M2 wires:
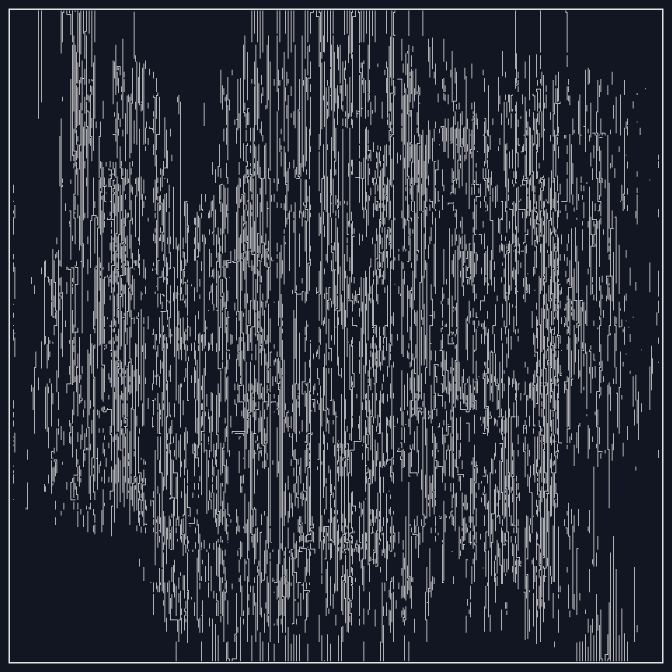
Signal wires by layer:
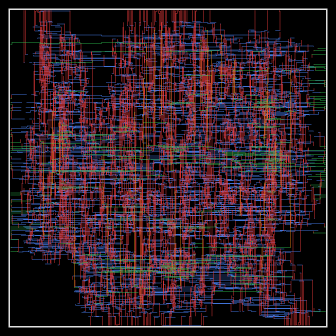
Local utilization:
21 x 21 tiles, from white (low) to dark blue (high), 0 to 100% covered.
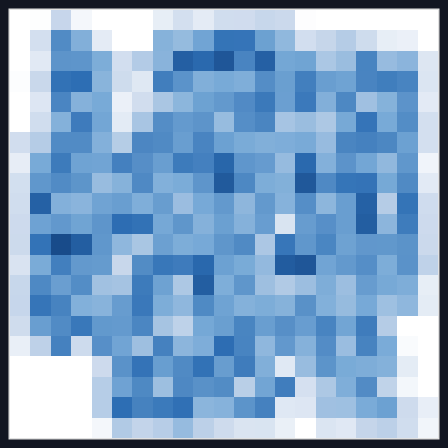
Selected gate families:
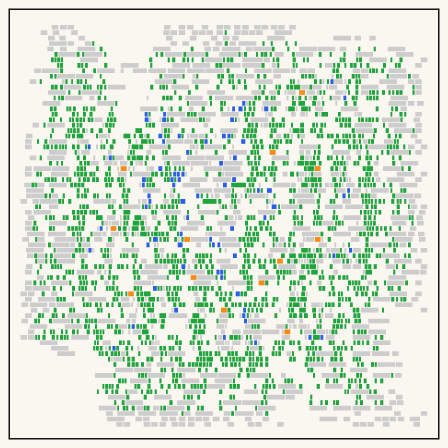
==> src/rtl/ordenator_oet_pkg.sv <==
// Shared types and width helpers for the odd-even transposition sorter.
// Pure declarations: no latency, no backpressure.
package ordenator_oet_pkg;

    typedef enum logic {
        IDLE = 1'b0,
        SORT = 1'b1
    } state_e;

    function automatic int idx_w(input int n);
        return (n > 1) ? $clog2(n) : 1;
    endfunction

    function automatic int cnt_w(input int n);
        return $clog2(n + 1);
    endfunction

endpackage

==> src/rtl/ordenator_oet_if.sv <==
// Request/result bundle of the sorter: key vector in, sorted keys + permutation out.
// Wiring only: no latency; start is simply ignored while busy is high.
interface ordenator_oet_if #(
    parameter int DATA_WIDTH = 8,
    parameter int DATA_SIZE  = 9
);
    import ordenator_oet_pkg::*;

    localparam int IDX_W = idx_w(DATA_SIZE);
    localparam int CNT_W = cnt_w(DATA_SIZE);

    logic                                  start_i;
    logic                                  descend_i;
    logic [DATA_SIZE-1:0][DATA_WIDTH-1:0]  numbers_i;
    logic [DATA_SIZE-1:0][DATA_WIDTH-1:0]  numbers_o;
    logic [DATA_SIZE-1:0][IDX_W-1:0]       index_o;
    logic [CNT_W-1:0]                      phases_o;
    logic                                  busy_o;
    logic                                  done_o;

    modport master (
        output start_i, descend_i, numbers_i,
        input  numbers_o, index_o, phases_o, busy_o, done_o
    );

    modport slave (
        input  start_i, descend_i, numbers_i,
        output numbers_o, index_o, phases_o, busy_o, done_o
    );

endinterface

==> src/rtl/ordenator_oet_cmpx.sv <==
// Compare-exchange of one adjacent key pair, carrying source indices along.
// Combinational, zero latency, no backpressure.
module ordenator_oet_cmpx #(
    parameter int DATA_WIDTH = 8,
    parameter int IDX_W      = 4
) (
    input  logic [DATA_WIDTH-1:0] key_lo_i,
    input  logic [DATA_WIDTH-1:0] key_hi_i,
    input  logic [IDX_W-1:0]      idx_lo_i,
    input  logic [IDX_W-1:0]      idx_hi_i,
    input  logic                  descend_i,
    input  logic                  signed_i,
    output logic [DATA_WIDTH-1:0] key_lo_o,
    output logic [DATA_WIDTH-1:0] key_hi_o,
    output logic [IDX_W-1:0]      idx_lo_o,
    output logic [IDX_W-1:0]      idx_hi_o,
    output logic                  swapped_o
);

    logic lo_gt_hi;
    logic lo_lt_hi;

    assign lo_gt_hi = signed_i ? ($signed(key_lo_i) > $signed(key_hi_i)) : (key_lo_i > key_hi_i);
    assign lo_lt_hi = signed_i ? ($signed(key_lo_i) < $signed(key_hi_i)) : (key_lo_i < key_hi_i);

    // Strict comparison only: equal keys keep their order, which makes the sort stable.
    assign swapped_o = descend_i ? lo_lt_hi : lo_gt_hi;

    assign key_lo_o = swapped_o ? key_hi_i : key_lo_i;
    assign key_hi_o = swapped_o ? key_lo_i : key_hi_i;
    assign idx_lo_o = swapped_o ? idx_hi_i : idx_lo_i;
    assign idx_hi_o = swapped_o ? idx_lo_i : idx_hi_i;

endmodule

==> src/rtl/ordenator_oet.sv <==
// Odd-even transposition sorter: one compare-exchange phase per clock, early exit on two clean phases.
// Latency 2..DATA_SIZE clocks from accept to done pulse; start is ignored while busy.
module ordenator_oet
    import ordenator_oet_pkg::*;
#(
    parameter int DATA_WIDTH = 8,
    parameter int DATA_SIZE  = 9,
    parameter int SIGNED     = 0
) (
    input  logic           clk_i,
    input  logic           rstn_i,
    ordenator_oet_if.slave bus
);

    localparam int IDX_W = idx_w(DATA_SIZE);
    localparam int CNT_W = cnt_w(DATA_SIZE);
    localparam int NSLOT = DATA_SIZE - 1;

    state_e                state_q, state_d;
    logic [CNT_W-1:0]      phase_q, phase_d;
    logic                  noswap_q, noswap_d;
    logic                  desc_q, desc_d;
    logic                  done_q, done_d;
    logic [CNT_W-1:0]      phases_q, phases_d;
    logic [DATA_WIDTH-1:0] key_q [DATA_SIZE];
    logic [DATA_WIDTH-1:0] key_d [DATA_SIZE];
    logic [IDX_W-1:0]      idx_q [DATA_SIZE];
    logic [IDX_W-1:0]      idx_d [DATA_SIZE];
    logic [DATA_WIDTH-1:0] num_q [DATA_SIZE];
    logic [DATA_WIDTH-1:0] num_d [DATA_SIZE];
    logic [IDX_W-1:0]      ind_q [DATA_SIZE];
    logic [IDX_W-1:0]      ind_d [DATA_SIZE];

    logic [DATA_WIDTH-1:0] lo_key [NSLOT];
    logic [DATA_WIDTH-1:0] hi_key [NSLOT];
    logic [IDX_W-1:0]      lo_idx [NSLOT];
    logic [IDX_W-1:0]      hi_idx [NSLOT];
    logic [NSLOT-1:0]      sw;
    logic [DATA_WIDTH-1:0] key_nxt [DATA_SIZE];
    logic [IDX_W-1:0]      idx_nxt [DATA_SIZE];
    logic                  any_swap;
    logic                  finish;

    // One comparator per adjacent slot; the phase parity selects which slots are live.
    for (genvar j = 0; j < NSLOT; j++) begin : g_slot
        logic swapped;

        ordenator_oet_cmpx #(
            .DATA_WIDTH (DATA_WIDTH),
            .IDX_W      (IDX_W)
        ) u_cmpx (
            .key_lo_i  (key_q[j]),
            .key_hi_i  (key_q[j+1]),
            .idx_lo_i  (idx_q[j]),
            .idx_hi_i  (idx_q[j+1]),
            .descend_i (desc_q),
            .signed_i  (SIGNED != 0),
            .key_lo_o  (lo_key[j]),
            .key_hi_o  (hi_key[j]),
            .idx_lo_o  (lo_idx[j]),
            .idx_hi_o  (hi_idx[j]),
            .swapped_o (swapped)
        );

        assign sw[j] = swapped && (phase_q[0] == 1'(j % 2));
    end

    always_comb begin
        key_nxt = key_q;
        idx_nxt = idx_q;
        for (int j = 0; j < NSLOT; j++) begin
            if (sw[j]) begin
                key_nxt[j]   = lo_key[j];
                key_nxt[j+1] = hi_key[j];
                idx_nxt[j]   = lo_idx[j];
                idx_nxt[j+1] = hi_idx[j];
            end
        end
    end

    assign any_swap = |sw;
    // noswap_q is cleared on accept, so phase 0 alone can never end the sort early.
    assign finish   = (phase_q == CNT_W'(DATA_SIZE - 1)) || (!any_swap && noswap_q);

    always_comb begin
        state_d  = state_q;
        phase_d  = phase_q;
        noswap_d = noswap_q;
        desc_d   = desc_q;
        done_d   = 1'b0;
        phases_d = phases_q;
        key_d    = key_q;
        idx_d    = idx_q;
        num_d    = num_q;
        ind_d    = ind_q;
        case (state_q)
            IDLE: begin
                if (bus.start_i) begin
                    for (int i = 0; i < DATA_SIZE; i++) begin
                        key_d[i] = bus.numbers_i[i];
                        idx_d[i] = IDX_W'(i);
                    end
                    desc_d   = bus.descend_i;
                    phase_d  = '0;
                    noswap_d = 1'b0;
                    state_d  = SORT;
                end
            end
            SORT: begin
                key_d    = key_nxt;
                idx_d    = idx_nxt;
                phase_d  = phase_q + CNT_W'(1);
                noswap_d = !any_swap;
                if (finish) begin
                    num_d    = key_nxt;
                    ind_d    = idx_nxt;
                    phases_d = phase_q + CNT_W'(1);
                    done_d   = 1'b1;
                    state_d  = IDLE;
                end
            end
            default: state_d = IDLE;
        endcase
    end

    always_ff @(posedge clk_i or negedge rstn_i) begin
        if (!rstn_i) begin
            state_q  <= IDLE;
            phase_q  <= '0;
            noswap_q <= 1'b0;
            desc_q   <= 1'b0;
            done_q   <= 1'b0;
            phases_q <= '0;
            for (int i = 0; i < DATA_SIZE; i++) begin
                key_q[i] <= '0;
                idx_q[i] <= IDX_W'(i);
                num_q[i] <= '0;
                ind_q[i] <= IDX_W'(i);
            end
        end else begin
            state_q  <= state_d;
            phase_q  <= phase_d;
            noswap_q <= noswap_d;
            desc_q   <= desc_d;
            done_q   <= done_d;
            phases_q <= phases_d;
            key_q    <= key_d;
            idx_q    <= idx_d;
            num_q    <= num_d;
            ind_q    <= ind_d;
        end
    end

    for (genvar i = 0; i < DATA_SIZE; i++) begin : g_out
        assign bus.numbers_o[i] = num_q[i];
        assign bus.index_o[i]   = ind_q[i];
    end

    assign bus.phases_o = phases_q;
    assign bus.busy_o   = (state_q == SORT);
    assign bus.done_o   = done_q;

endmodule

==> src/flat_wrapper.sv <==
// flat-port wrapper written by rule: the top's interface ports become plain ports
module ordenator_oet_flat import ordenator_oet_pkg::*;
#(
    parameter int DATA_WIDTH = 8,
    parameter int DATA_SIZE  = 9,
    parameter int SIGNED     = 0
)
  (clk_i, rstn_i, bus_start_i, bus_descend_i, bus_numbers_i, bus_numbers_o, bus_index_o, bus_phases_o, bus_busy_o, bus_done_o);
  ordenator_oet_if #(.DATA_WIDTH(DATA_WIDTH), .DATA_SIZE(DATA_SIZE)) bus_i ();
  input  logic clk_i;
  input  logic rstn_i;
  input wire logic [$bits(bus_i.start_i)-1:0] bus_start_i;
  input wire logic [$bits(bus_i.descend_i)-1:0] bus_descend_i;
  input wire logic [$bits(bus_i.numbers_i)-1:0] bus_numbers_i;
  output wire logic [$bits(bus_i.numbers_o)-1:0] bus_numbers_o;
  output wire logic [$bits(bus_i.index_o)-1:0] bus_index_o;
  output wire logic [$bits(bus_i.phases_o)-1:0] bus_phases_o;
  output wire logic [$bits(bus_i.busy_o)-1:0] bus_busy_o;
  output wire logic [$bits(bus_i.done_o)-1:0] bus_done_o;
  assign bus_i.start_i = bus_start_i;
  assign bus_i.descend_i = bus_descend_i;
  assign bus_i.numbers_i = bus_numbers_i;
  assign bus_numbers_o = bus_i.numbers_o;
  assign bus_index_o = bus_i.index_o;
  assign bus_phases_o = bus_i.phases_o;
  assign bus_busy_o = bus_i.busy_o;
  assign bus_done_o = bus_i.done_o;
  ordenator_oet #(.DATA_WIDTH(DATA_WIDTH), .DATA_SIZE(DATA_SIZE), .SIGNED(SIGNED)) u_core (.clk_i(clk_i), .rstn_i(rstn_i), .bus(bus_i));
endmodule
==> config.mk <==
export PLATFORM = sky130hd
export DESIGN_NAME = ordenator_oet_flat
export DESIGN_NICKNAME = d
export VERILOG_FILES = /design/src/rtl/ordenator_oet_pkg.sv /design/src/rtl/ordenator_oet_if.sv /design/src/rtl/ordenator_oet_cmpx.sv /design/src/rtl/ordenator_oet.sv /design/src/flat_wrapper.sv
export SDC_FILE = /design/constraint.sdc
export NUM_CORES = 1
export LEC_CHECK = 0
export ABC_AREA = 1
export CORE_MARGIN = 5
export CORE_UTILIZATION = 42
export DETAILED_ROUTE_END_ITERATION = 8
export PLACE_DENSITY = 0.62
export SLEW_MARGIN = 20
export SYNTH_ARGS = -nofsm -noshare
export SYNTH_HDL_FRONTEND = slang
export SYNTH_HIERARCHICAL = 1
export SYNTH_SLANG_ARGS = --single-unit
==> constraint.sdc <==
create_clock -name clk_i -period 3.74 [get_ports clk_i]
set_clock_uncertainty 0.15 [all_clocks]
set_input_delay 0.374 -clock clk_i [delete_from_list [all_inputs] [get_ports clk_i]]
set_output_delay 0.374 -clock clk_i [all_outputs]
set_load 0.05 [all_outputs]
==> run summary <==
The flow completed. The initial utilization of the core area, before any placement, comes to 0.426. Fmax landed at 290 MHz. In the final report, the number of pins over their slew limit comes to 0. Number of cells traversed by the worst hold path landed at 3. Sequential area share after synthesis landed at 0.328. Summed over all instances, the cell type with the most area after synthesis is sky130_fd_sc_hd__dfrtp_1. The worst register-to-register path has a setup slack of 300 ps.

Signal nets in the final route climb as high as met4. In the final design database the tool counted roughly 2.8k nets. Clock network area share landed at 0.0482. Number of ordinary inverters in the final layout landed at ~180. The launch point of the worst register-to-register path is recorded as u_core/key_q[23]. Per the hold report, the tightest min-delay path originates at bus_numbers_i[1].

The largest single stage delay on the critical path is 480 ps. Listed in order, past its start point the critical path passes ha_1 -> a21o_2 -> nor2_4 -> nand3_2 -> nand2_1 -> inv_2 -> nand3_2 -> nand2_1 -> nand2_2 -> nand2_1 -> nor2_1 -> nand3_1 -> nand2_8 -> buf_4 -> nand3_1 -> nand2_1. Post-synthesis instance area landed at 17500 µm². Simple logic cell fraction of the synthesized area landed at 0.485. For this run the detailed placement stage logged an HPWL of 39000 µm.

The clock passes through at most 3 buffers. Across the placement rows, the number of tap cells is 532. Detailed router's first-iteration violation count landed at 1373.

Critical path data required time landed at 4100 ps. Placement-stage cell area landed at between 15000 and 20000 µm². The layout report gives the register share of total cell area as 0.279.

Total track usage landed at 0.239. Fraction of final layout cells with drive strength greater than 1 landed at 0.106. The worst setup path is captured at a flop. The script logs the mean routed wire length per placed instance as 17.3 µm.

Synthesis produced a netlist whose cell count is between 2k and 3k. The routed design uses roughly 3500 µm of met3 wire. Minimum hold slack landed at 219 ps. Post-route clock period utilization landed at 0.920. Count of final setup violators landed at 0. Multiplexer share of the synthesized area landed at 0.00516. In this run, post-CTS repair resized a total of 0 instances. The run finished with clean final reports. For this run, the share of the core covered by cells in the final layout is 0.502. Counting instances in the post-synthesis netlist gives the leading cell types as sky130_fd_sc_hd__nand3_1, sky130_fd_sc_hd__nand2_1, sky130_fd_sc_hd__dfrtp_1. For reference, the top logic cell family by area is simple AND/OR/NAND/NOR gates.

Area share of the largest cell type after synthesis landed at 0.289.
## Picture notes: 'M2 wires'
2158 nets have wire on it. The layer carries 26.7 mm of wire. The longest straight run is 66.3 µm. The wires run mostly vertical. The layer holds 47% of the routed length.
GR Layer Usage met2: 0.403
total vias in the final route: 18.0k
total detailed-routing wirelength: 56500 µm

## Picture notes: 'signal wires by layer'
Blue stands for metal 1, wire length 24.5 mm. Green stands for metal 3, wire length 3450 µm. Red stands for metal 2, wire length 26.7 mm. Orange stands for metal 4, wire length 1800 µm.

## Picture notes: 'local utilization'
The fullest tile reaches 89%. 9.5% of the tiles are nearly empty. The mean over all tiles is 44%. 4.5% of the tiles are over 75% full.

## Picture notes: 'selected gate families'
Orange stands for AND-OR and OR-AND gates, cells 13, most used a21o_2. Green stands for NAND gates, cells 1793, most used nand3_1, where all over the die. Blue stands for inverting AOI/OAI gates, cells 75, most used o21ai_0.
multi-input gate share of the layout cell area: 0.488
Non-Filler Instances: 3256
most common cell after layout, fill and taps aside: sky130_fd_sc_hd__nand3_1

